==> config.mk <==
export PLATFORM = sky130hd
export DESIGN_NAME = dm_arbiter
export DESIGN_NICKNAME = d
export VERILOG_FILES = /design/src/rtl/dm_pkg.sv /design/src/rtl/dm_lane.sv /design/src/rtl/dm_arbiter.sv
export SDC_FILE = /design/constraint.sdc
export NUM_CORES = 1
export LEC_CHECK = 0
export CAP_MARGIN = 15
export CORE_UTILIZATION = 44
export DETAILED_ROUTE_END_ITERATION = 16
export PLACE_DENSITY_LB_ADDON = 0.1
export SKIP_LAST_GASP = 1
export SYNTH_ARGS = -nofsm -noshare
export SYNTH_HDL_FRONTEND = slang
export SYNTH_SLANG_ARGS = --single-unit
==> constraint.sdc <==
create_clock -name clk -period 5.55 [get_ports clk]
set_clock_uncertainty 0.05 [all_clocks]
set_input_delay 1.11 -clock clk [delete_from_list [all_inputs] [get_ports clk]]
set_output_delay 1.11 -clock clk [all_outputs]
set_load 0.1 [all_outputs]
==> src/rtl/dm_pkg.sv <==
// Shared encodings for the data-memory arbiter and its lane formatter.
package dm_pkg;

    localparam logic [1:0] SZ_BYTE = 2'b00;
    localparam logic [1:0] SZ_HALF = 2'b01;
    localparam logic [1:0] SZ_WORD = 2'b10;

    typedef enum logic [1:0] {
        ST_IDLE   = 2'd0,
        ST_ACCESS = 2'd1,
        ST_RESP   = 2'd2
    } state_e;

endpackage

==> src/rtl/dm_lane.sv <==
// Combinational byte-lane formatter: store side gives be/din/err, load side gives
// the aligned and extended read result.
module dm_lane
    import dm_pkg::*;
(
    input  logic [1:0]  size_i,
    input  logic [1:0]  addr_i,
    input  logic        sext_i,
    input  logic [31:0] wdata_i,
    input  logic [31:0] mem_dout_i,
    output logic [3:0]  be_o,
    output logic [31:0] din_o,
    output logic        err_o,
    output logic [31:0] rdata_o
);

    logic [15:0] halfVal;
    logic [7:0]  byteVal;

    always_comb begin
        halfVal = addr_i[1] ? mem_dout_i[31:16] : mem_dout_i[15:0];
        case (addr_i)
            2'd0:    byteVal = mem_dout_i[7:0];
            2'd1:    byteVal = mem_dout_i[15:8];
            2'd2:    byteVal = mem_dout_i[23:16];
            default: byteVal = mem_dout_i[31:24];
        endcase
    end

    // Replicated store data lets the memory pick its lane from din[15:0]/din[7:0].
    always_comb begin
        err_o   = 1'b0;
        be_o    = 4'b0000;
        din_o   = wdata_i;
        rdata_o = 32'h0;
        case (size_i)
            SZ_WORD: begin
                err_o   = (addr_i != 2'b00);
                be_o    = 4'b1111;
                rdata_o = mem_dout_i;
            end
            SZ_HALF: begin
                err_o   = addr_i[0];
                be_o    = addr_i[1] ? 4'b1100 : 4'b0011;
                din_o   = {2{wdata_i[15:0]}};
                rdata_o = {{16{sext_i & halfVal[15]}}, halfVal};
            end
            SZ_BYTE: begin
                be_o    = 4'b0001 << addr_i;
                din_o   = {4{wdata_i[7:0]}};
                rdata_o = {{24{sext_i & byteVal[7]}}, byteVal};
            end
            default: begin
                err_o = 1'b1;
            end
        endcase
        if (err_o) begin
            be_o    = 4'b0000;
            rdata_o = 32'h0;
        end
    end

endmodule

==> src/rtl/dm_arbiter.sv <==
// Two-port arbiter for the data memory: grant, one-cycle memory access, then a
// one-cycle done/err/rdata response on the granted port.
module dm_arbiter
    import dm_pkg::*;
#(
    parameter int ADDR_W     = 14,
    parameter bit FIXED_PRIO = 1'b0
) (
    input  logic              clk,
    input  logic              rst_n,
    input  logic              p0_req,
    input  logic              p1_req,
    input  logic              p0_we,
    input  logic              p1_we,
    input  logic [1:0]        p0_size,
    input  logic [1:0]        p1_size,
    input  logic              p0_sext,
    input  logic              p1_sext,
    input  logic [31:0]       p0_addr,
    input  logic [31:0]       p1_addr,
    input  logic [31:0]       p0_wdata,
    input  logic [31:0]       p1_wdata,
    output logic              p0_done,
    output logic              p1_done,
    output logic              p0_err,
    output logic              p1_err,
    output logic [31:0]       p0_rdata,
    output logic [31:0]       p1_rdata,
    output logic [ADDR_W-3:0] mem_addr,
    output logic [31:0]       mem_din,
    output logic              mem_we,
    output logic [3:0]        mem_be,
    input  logic [31:0]       mem_dout
);

    state_e            state_q;
    logic              lastGrant_q;
    logic              port_q;
    logic              we_q;
    logic [1:0]        size_q;
    logic              sext_q;
    logic [1:0]        addr_q;
    logic              p0_done_q, p1_done_q;
    logic              p0_err_q, p1_err_q;
    logic [31:0]       p0_rdata_q, p1_rdata_q;
    logic [ADDR_W-3:0] mem_addr_q;
    logic [31:0]       mem_din_q;
    logic              mem_we_q;
    logic [3:0]        mem_be_q;

    logic              anyReq;
    logic              winPort_d;
    logic              winWe, winSext;
    logic [1:0]        winSize;
    logic [31:0]       winAddr, winWdata;
    logic [1:0]        laneSize, laneAddr;
    logic [3:0]        laneBe;
    logic [31:0]       laneDin, laneRdata, respRdata_d;
    logic              laneErr;
    logic              unusedHighAddr;

    assign unusedHighAddr = ^{p0_addr[31:ADDR_W], p1_addr[31:ADDR_W]};

    // On a tie the round-robin pointer favours the port that did not win last.
    always_comb begin
        anyReq = p0_req | p1_req;
        if (p0_req && p1_req) begin
            winPort_d = FIXED_PRIO ? 1'b0 : ~lastGrant_q;
        end else begin
            winPort_d = ~p0_req;
        end
        winWe    = winPort_d ? p1_we    : p0_we;
        winSize  = winPort_d ? p1_size  : p0_size;
        winSext  = winPort_d ? p1_sext  : p0_sext;
        winAddr  = winPort_d ? p1_addr  : p0_addr;
        winWdata = winPort_d ? p1_wdata : p0_wdata;
        laneSize = (state_q == ST_IDLE) ? winSize       : size_q;
        laneAddr = (state_q == ST_IDLE) ? winAddr[1:0]  : addr_q;
        respRdata_d = we_q ? 32'h0 : laneRdata;
    end

    dm_lane u_lane (
        .size_i     (laneSize),
        .addr_i     (laneAddr),
        .sext_i     (sext_q),
        .wdata_i    (winWdata),
        .mem_dout_i (mem_dout),
        .be_o       (laneBe),
        .din_o      (laneDin),
        .err_o      (laneErr),
        .rdata_o    (laneRdata)
    );

    // Memory controls are registered at grant so they are valid for the whole ACCESS cycle.
    always_ff @(posedge clk) begin
        if (!rst_n) begin
            state_q     <= ST_IDLE;
            lastGrant_q <= 1'b1;
            port_q      <= 1'b0;
            we_q        <= 1'b0;
            size_q      <= SZ_BYTE;
            sext_q      <= 1'b0;
            addr_q      <= 2'b00;
            p0_done_q   <= 1'b0;
            p1_done_q   <= 1'b0;
            p0_err_q    <= 1'b0;
            p1_err_q    <= 1'b0;
            p0_rdata_q  <= 32'h0;
            p1_rdata_q  <= 32'h0;
            mem_addr_q  <= '0;
            mem_din_q   <= 32'h0;
            mem_we_q    <= 1'b0;
            mem_be_q    <= 4'b0000;
        end else begin
            p0_done_q <= 1'b0;
            p1_done_q <= 1'b0;
            p0_err_q  <= 1'b0;
            p1_err_q  <= 1'b0;
            mem_we_q  <= 1'b0;
            mem_be_q  <= 4'b0000;
            case (state_q)
                ST_IDLE: begin
                    if (anyReq) begin
                        port_q      <= winPort_d;
                        lastGrant_q <= winPort_d;
                        we_q        <= winWe;
                        size_q      <= winSize;
                        sext_q      <= winSext;
                        addr_q      <= winAddr[1:0];
                        mem_addr_q  <= winAddr[ADDR_W-1:2];
                        mem_din_q   <= laneDin;
                        if (winWe && !laneErr) begin
                            mem_we_q <= 1'b1;
                            mem_be_q <= laneBe;
                        end
                        state_q <= ST_ACCESS;
                    end
                end
                ST_ACCESS: begin
                    if (port_q) begin
                        p1_done_q  <= 1'b1;
                        p1_err_q   <= laneErr;
                        p1_rdata_q <= respRdata_d;
                    end else begin
                        p0_done_q  <= 1'b1;
                        p0_err_q   <= laneErr;
                        p0_rdata_q <= respRdata_d;
                    end
                    state_q <= ST_RESP;
                end
                ST_RESP: begin
                    state_q <= ST_IDLE;
                end
                default: begin
                    state_q <= ST_IDLE;
                end
            endcase
        end
    end

    assign p0_done  = p0_done_q;
    assign p1_done  = p1_done_q;
    assign p0_err   = p0_err_q;
    assign p1_err   = p1_err_q;
    assign p0_rdata = p0_rdata_q;
    assign p1_rdata = p1_rdata_q;
    assign mem_addr = mem_addr_q;
    assign mem_din  = mem_din_q;
    assign mem_we   = mem_we_q;
    assign mem_be   = mem_be_q;

endmodule
==> results.cfg, run 1 <==
; flow metrics
[outcome]
outcome = finished, final reports clean

[synth]
top_area_cell = dfxtp_1
synthAoiAreaFrac = 0.2518
ys_sh_adder = 0
synth.most_common_cell = nand2_1
top_cells_by_area = dfxtp_1 (44%), nand2_1 (9.1%), mux2i_1 (4.5%)
synth_cell_type_count = 56
synthXorXnorAreaFrac = 0
ys_sh_mux = 0.05454
synth-simple-area-share = 0.2087
synth_top_area_share = 0.4380
logic_family = AND-OR/OR-AND gates
netlist_area_um2 = 5804
ys.flops = 127
syn_inst = 681

[grt]
grt.busiest_layer = met2
antenna_found_initial = 1
gr-usage-met2 = 0.4828
grt_usage = 0.2886
gr-total-overflow = 0
grt_max_degree = 69
grt_pass1_wl_um = 29750
met1_usage = 0.3222
gr-usage-met3 = 0.08857

[finish]
antenna_cells = 1
syn2layout_area_growth_pct = 56.65
n_all_buffers = 261
seq_share = 0.2796
flops = 127
buf_share = 0.2843
mi_logic_area_um2 = 3029
nClkBuffers = 23
layout_top_cells = clkdlybuf4s50_1 (251), nand2_1 (141), dfxtp_1 (127)
drive_above_1_share = 0.06609
final.signal_inverter_count = 12
largest_cell_class = multi-input combinational cells
logic_gate_count = 491
clk_share = 0.07403
flop_area_um2 = 2542

[floorplanning]
core.rowCount = 41
dieArea_um2 = 13660
die_y_um = 116.9
fp_util = 0.4562
core_area_um2 = 12720
die_w_um = 116.9

[pwr]
comb-power_w = 0.00101
total_leakage_power_nw = 3.798
intPower_w = 0.002153
swShare = 0.3461
p_sw_w = 0.001140
clk-power_w = 0.00127
p_seq_w = 0.00101

[hold_path]
min_path_cells = 2
hp-class = flip-flop to flip-flop
worstHoldStart = p0_rdata[9]

[clocking]
cts_setup_buffers = 0
cts_tree = built
clock-sinks = 127
clock_latency_ns = 0.42
clk_path_buf_depth = 2
cts_resized = 0
htree_levels = 4
root_buffer = clkbuf_16
ctsHoldBuffers = 0
numCtsBuffers = 17

[routing]
drt-vias-per-instance = 5.704
top_layer = met4
postRouteAntennaNets = 0
finalWirelength_um = 19790
num_vias = 6252
drc = 0
dr.first_iter.drc_count = 718
wl_met2_um = 9384

[place]
dp_cells = 1063
gp_congestion = 0.9014
numPortBuffers = 252

[final_timing]
final_hold_viol_count = 0
max_clock_freq_mhz = 241.5
finalSetupViolations = 0
slew_headroom = 0.2412
min_period_ns = 4.140
maxSlewViolCount = 0
rsz0062_at_grt = no

[critical_path]
critPathKind = primary input to flip-flop
end_kind = flip-flop
slowest_stage = nor4_4
timing.critical_path.from_type = primary input
worstPathArrival_ns = 4.43
reg2reg_to = p1_rdata[27]
cp_cell_sequence = clkdlybuf4s50_1 -> inv_2 -> nor2_4 -> buf_4 -> nand4_1 -> o311a_1 -> nor4_4 -> a22oi_1 -> nand2_1
cp.depth = 9
reg2reg_from = state_q[1]

[run]
max-cap-violations = 0
[run 1: how the worst max path moves through the flow]
stage                 from            to
floorplan           p0_req  p1_rdata[22]
global placement    p0_req  p0_rdata[18]
detailed placement  p0_req  p0_rdata[17]
CTS                 p0_req  p0_rdata[27]
global route        p0_req  p0_rdata[23]
finish              p0_req  p0_rdata[27]
[run 1: through the flow]
step | area (um^2) | setup WS [ns] | power [W] | utilization
global placement | 8417 | 1.160 | 0.002020 | 0.6616
global route | 9092 | 1.184 | 0.003399 | 0.7147
floorplan | 5804 | 2.378 | 0.001723 | -
finish | 9092 | 1.410 | 0.003293 | 0.7147
CTS | 9090 | 1.465 | 0.003301 | 0.7145
detailed placement | 8417 | 1.040 | 0.002034 | 0.6616
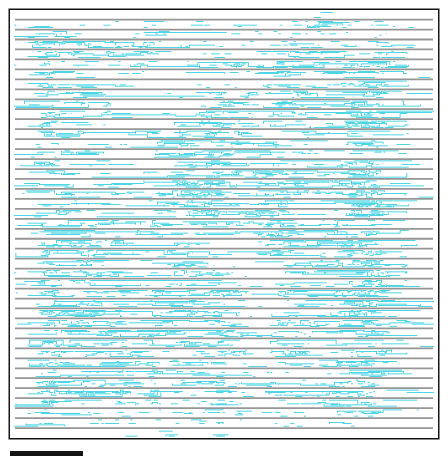
(run_1/met1.png)
Scale bar: 20 um. Supply wires on this layer in gray.
- main direction: horizontal
- wire length on this layer: 7580 um
- longest straight run: 40.9 um

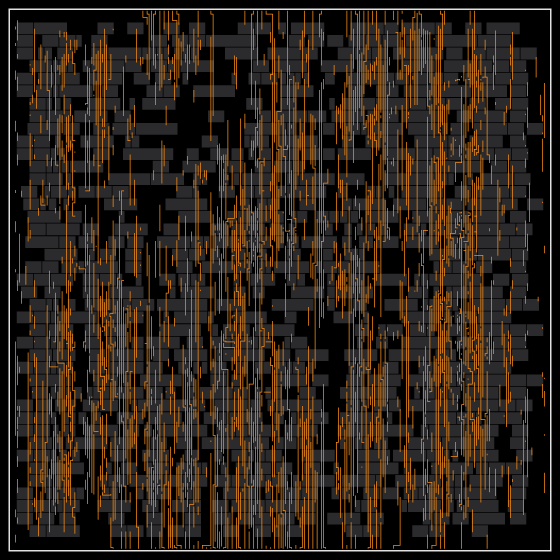
(run_1/met2.png)
- longest straight run: 51.3 um
- wire length on this layer: 9380 um
- share of all routed wire: 47%

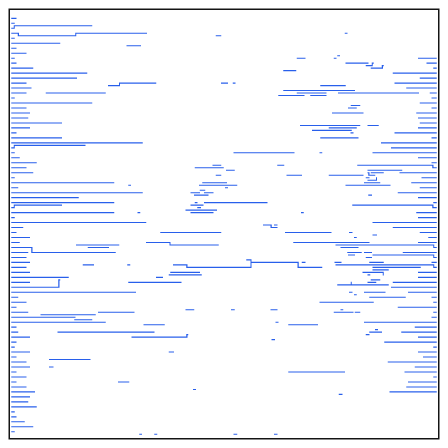
(run_1/met3.png)
- nets with wire on the layer: 226
- main direction: horizontal
- wire length on this layer: 1980 um

==> run_1/met4.png <==
Supply wires on this layer in gray.
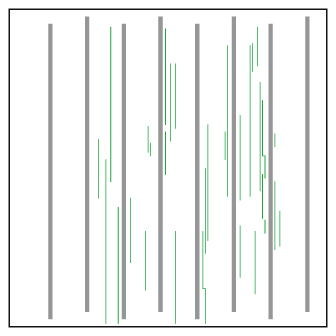

==> run 1 -> run 2 <==
Settings changed: CORE_UTILIZATION 44 to 41.
Clock period 5.55 ns to 3.9 ns, I/O delays scaled along.
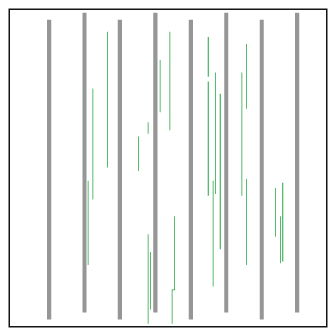
(run_2/met4.png)
Supply wires on this layer in gray.
- nets with wire on the layer: 19
- main direction: vertical
- wire length on this layer: 671 um
- longest straight run: 59.2 um

==> run 2 against run 1 <==
Compared with the run above:
- flip-flop count unchanged
- count of clock-buffer cells in the layout is 2 lower
- largest cell class unchanged
- synthesized cell count stayed put
- sequential power up 43%
- worst hold slack improved by 0.0076 ns
==> results.cfg, run 2 <==
; flow metrics
[outcome]
outcome = finished, final reports clean

[synth]
synth-simple-area-share = 0.2087
synthAoiAreaFrac = 0.2518
ys_sh_mux = 0.05454
ys.flops = 127
syn_inst = 681
synthXorXnorAreaFrac = 0
logic_family = AND-OR/OR-AND gates
synth.most_common_cell = nand2_1
synth_cell_type_count = 56
top_area_cell = dfxtp_1
synth_top_area_share = 0.4380
top_cells_by_area = dfxtp_1 (44%), nand2_1 (9.1%), mux2i_1 (4.5%)

[floorplanning]
die_w_um = 121.0
core_area_um2 = 13830
dieArea_um2 = 14640
core.rowCount = 43
fp_util = 0.4198

[finish]
final.signal_inverter_count = 12
buf_share = 0.2930
final_util = 0.6622
clk_share = 0.06901
mi_logic_area_um2 = 3029
flop_area_um2 = 2542
drive_above_1_share = 0.08235
logic_gate_count = 491
antenna_cells = 0
final_cell_area_um2 = 9156
n_all_buffers = 273
layout_top_cells = clkdlybuf4s50_1 (251), nand2_1 (141), dfxtp_1 (127)
seq_share = 0.2777
syn2layout_area_growth_pct = 57.75

[routing]
drc = 0
num_vias = 6217
dr.first_iter.drc_count = 458

[grt]
met1_usage = 0.3071
grt.busiest_layer = met2
gr-usage-met2 = 0.4546
gr-usage-met3 = 0.07378
grt_max_degree = 69
grt_pass1_wl_um = 30420
gr-total-overflow = 0
grt_usage = 0.2681

[clocking]
cts_tree = built
numCtsBuffers = 17
cts_setup_buffers = 0
root_buffer = clkbuf_16
ctsHoldBuffers = 0
htree_levels = 4
cts_resized = 0
clock-sinks = 127

[final_timing]
layout_setup_ws_ns = 0.7194
max_clock_freq_mhz = 314.4
min_period_ns = 3.181
slew_headroom = 0.3067
final_hold_viol_count = 0
finalSetupViolations = 0

[place]
dp_slack_ns = 0.3317
numPortBuffers = 252
gp_congestion = 0.8881
dpl_cell_area_um2 = 8509
dp_cells = 1082

[hold_path]
hp-class = flip-flop to flip-flop
worstHoldStart = p1_rdata[10]

[critical_path]
critPathLaunch = p1_req
critPathKind = primary input to flip-flop
reg2reg_to = p1_rdata[27]
worstPathArrival_ns = 3.42
crit_end = p1_rdata[27]
timing.critical_path.from_type = primary input
reg2reg_from = lastGrant_q

[pwr]
swShare = 0.3590
clk-power_w = 0.00166
p_seq_w = 0.00144
total_leakage_power_nw = 3.835
intPower_w = 0.002918
comb-power_w = 0.00145
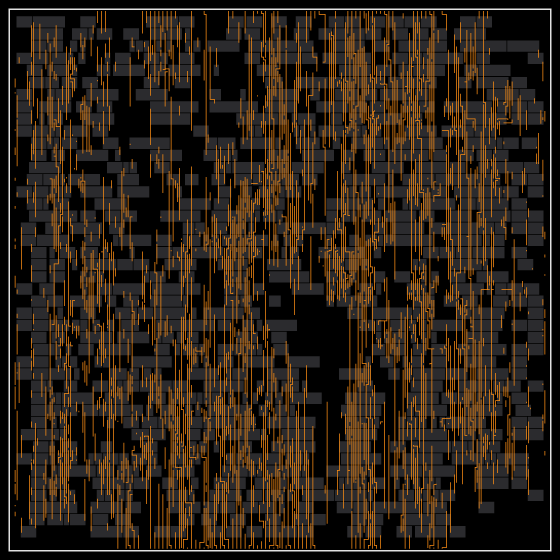
(run_2/met2.png)
- main direction: vertical
- longest straight run: 46.2 um
- nets with wire on the layer: 917

## run 2: cell counts after synthesis
Identical to the previous run, type by type.
## run 2: worst max-delay path, cell delays in order
cell and delay (ns):
clkdlybuf4s50_1 0.55, nand2b_2 0.15, a41o_1 0.27, or2_1 0.24, buf_4 0.19, a211oi_2 0.30, o32ai_1 0.17, and3_1 0.42
a221o_1 0.35
## run 2: per-layer routing
metal / share of wire / up-vias
met5: 0 / -
met4: 0.034 / 0
met3: 0.077 / 46
met2: 0.49 / 276
met1: 0.40 / 2948
li1: - / 2947
## run 2: worst min path at each step
stage,endpoint,slack [ns],cells past startpoint
global route,p1_rdata[8],0.42,2
floorplan,lastGrant_q,0.44,2
global placement,p1_rdata[12],0.39,2
detailed placement,p1_rdata[12],0.40,2
finish,p1_rdata[10],0.41,2
CTS,p1_rdata[10],0.41,2
==> run_2/final_congestion.png <==
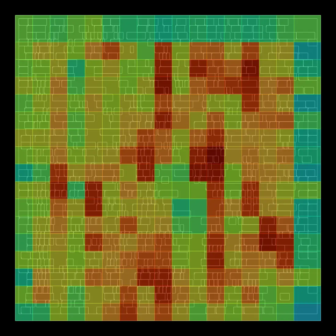

==> run 2 -> run 3 <==
Settings changed: CORE_UTILIZATION 41 to 37.
Clock period 3.9 ns to 2.75 ns, I/O delays scaled along.
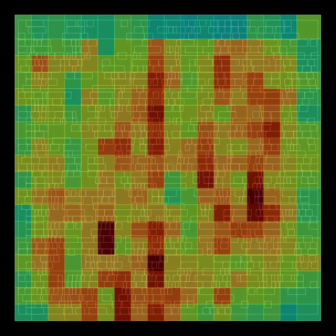
(run_3/final_congestion.png)
GRT busiest layer: met2
met3 usage: 0.06156
GR Util met2: 0.4350

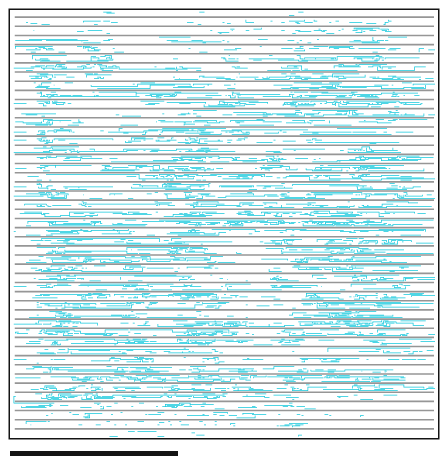
(run_3/met1.png)
Scale bar: 50 um. Supply wires on this layer in gray.
- share of all routed wire: 41%
- longest straight run: 36.3 um
- main direction: horizontal
- nets with wire on the layer: 948
- wire length on this layer: 8500 um

==> run 3 against run 2 <==
Compared with the run above:
- register-to-register slack got worse by 1.0 ns
- clock power grew 51%
- first-iteration DRC count down 23%
- die area increased by 11%
- non-clock buffer count is 46 higher
- largest power group unchanged
- highest routed layer unchanged
- total power is 47% higher
==> results.cfg, run 3 <==
; flow metrics
[outcome]
outcome = finished, final reports clean

[floorplanning]
core.rowCount = 45
die_w_um = 127.3
fp_util = 0.3804
core_area_um2 = 15260
dieArea_um2 = 16190
tap_cells = 211
die_y_um = 127.3

[routing]
dr.first_iter.drc_count = 351
top_layer = met4
finalWirelength_um = 20480
met1_length_um = 8495
wl_met3_um = 1581
dr.pass1.iters = 5
wl_met2_um = 9782
drc = 0
num_vias = 6349
postRouteAntennaNets = 0

[critical_path]
reg2reg_to = p1_rdata[20]
r2r_setup_slack_ns = 0.19
worstPathArrival_ns = 2.90
critPathLaunch = p0_req
slowest_stage = clkdlybuf4s50_1
slowest_delay_ns = 0.53
crit_end = p1_rdata[20]
critPathTopFamily = buffers and inverters
end_kind = flip-flop
cp.depth = 10
cp_cell_sequence = clkdlybuf4s50_1 -> inv_2 -> o211a_1 -> or2_1 -> buf_4 -> a211oi_4 -> o32ai_1 -> and3_1 -> buf_12 -> a221o_1
timing.critical_path.from_type = primary input
critPathKind = primary input to flip-flop
worstPathRequired_ns = 2.99
path_buffers = 4
reg2reg_from = state_q[1]

[final_timing]
whs_ns = 0.3965
max_clock_freq_mhz = 377.1
layout_setup_ws_ns = 0.09832
final_hold_viol_count = 0
finalSetupViolations = 0
slew_headroom = 0.6533
rsz0062_at_grt = no
final_min_period_over_clock_period = 0.9642
min_period_ns = 2.652
worst_pin_slew_ns = 0.5179

[pwr]
p_sw_w = 0.002410
ir_drop_v = 0.0004629
fin_total_pwr_w = 0.006710
p_seq_w = 0.00205
powerDensity_nw_per_um2 = 714.9
clockPowerShare = 0.373
intPower_w = 0.004300
swShare = 0.3591
power_leader = clock
total_leakage_power_nw = 4.327
comb-power_w = 0.00216
clk-power_w = 0.00250

[finish]
layout_top_cells = buf_4 (180), nand2_1 (141), clkdlybuf4s50_1 (133)
syn2layout_area_growth_pct = 61.69
seq_share = 0.2709
fill_cells = 1330
logic_gate_count = 492
flop_area_um2 = 2542
n_all_buffers = 319
final.signal_inverter_count = 12
comb_share = 0.3297
buf_share = 0.2962
nClkBuffers = 17
mi_logic_area_um2 = 3094
final_cell_area_um2 = 9385
clk_share = 0.06999
final_util = 0.6151
largest_cell_class = multi-input combinational cells
drive_above_1_share = 0.2546
antenna_cells = 1

[clocking]
clk_path_buf_depth = 2
root_buffer = clkbuf_16
numCtsBuffers = 17
cts_tree = built
htree_levels = 4
ctsHoldBuffers = 0
clock_latency_ns = 0.41
clock-sinks = 127

[run]
warnings = 62
max-cap-violations = 0

[synth]
netlist_area_um2 = 5804
synth.most_common_cell = nand2_1
synth_cell_type_count = 56
ys.flops = 127
ys_cells = 681
ys_chip_area_um2 = 5804
syn_inst = 681
synth_top_area_share = 0.4380
top_area_cell = dfxtp_1
yosys-top-cells-count = nand2_1 (141), dfxtp_1 (127), nor2_1 (44), clkbuf_1 (38), nand3_1 (35)
top_cells_by_area = dfxtp_1 (44%), nand2_1 (9.1%), mux2i_1 (4.5%)
ys_seq_frac = 0.4380

[place]
dpl_cell_area_um2 = 8651
dp_slack_ns = -0.6328
numPortBuffers = 252
dp_cells = 1159
gp_congestion = 0.8740

[grt]
grt_max_degree = 61
met1_usage = 0.2954
grt_pass1_vias = 6319
antenna_found_initial = 1
grt_usage = 0.2533
grt_pass1_wl_um = 31910
gr-total-overflow = 0

[hold_path]
hold_end = p0_rdata[11]
hp-class = flip-flop to flip-flop
worstHoldStart = p0_rdata[11]
min_path_cells = 2
-- run 3: netlist changes by cell type in the layout (fill, tap and decap cells not counted), sizes merged, moves of 2 or more --
cell	delta
bufinv	+2
clkinv	+3
clkinvlp	-2
clkdlybuf4s50	-118
buf	+163
clkbuf	-4
-- run 3: logic make-up after synthesis --
kind of cell,Yosys count,synth area share
AOI/OAI and AO/OA,193,0.2518
muxes,31,0.05454
and+or+nand+nor,267,0.2087
buffers and inverters,63,0.04699
DFF,127,0.4380
-- run 3: what timing repair did --
action	4_1_cts	5_1_grt
gates resized	7	6
hold endpoints to repair	0	0
buffers inserted	0	1
pin swaps	1	3
gates cloned	0	1
endpoints found under the setup margin	40	42
Power is estimated from default activity; no workload was simulated.
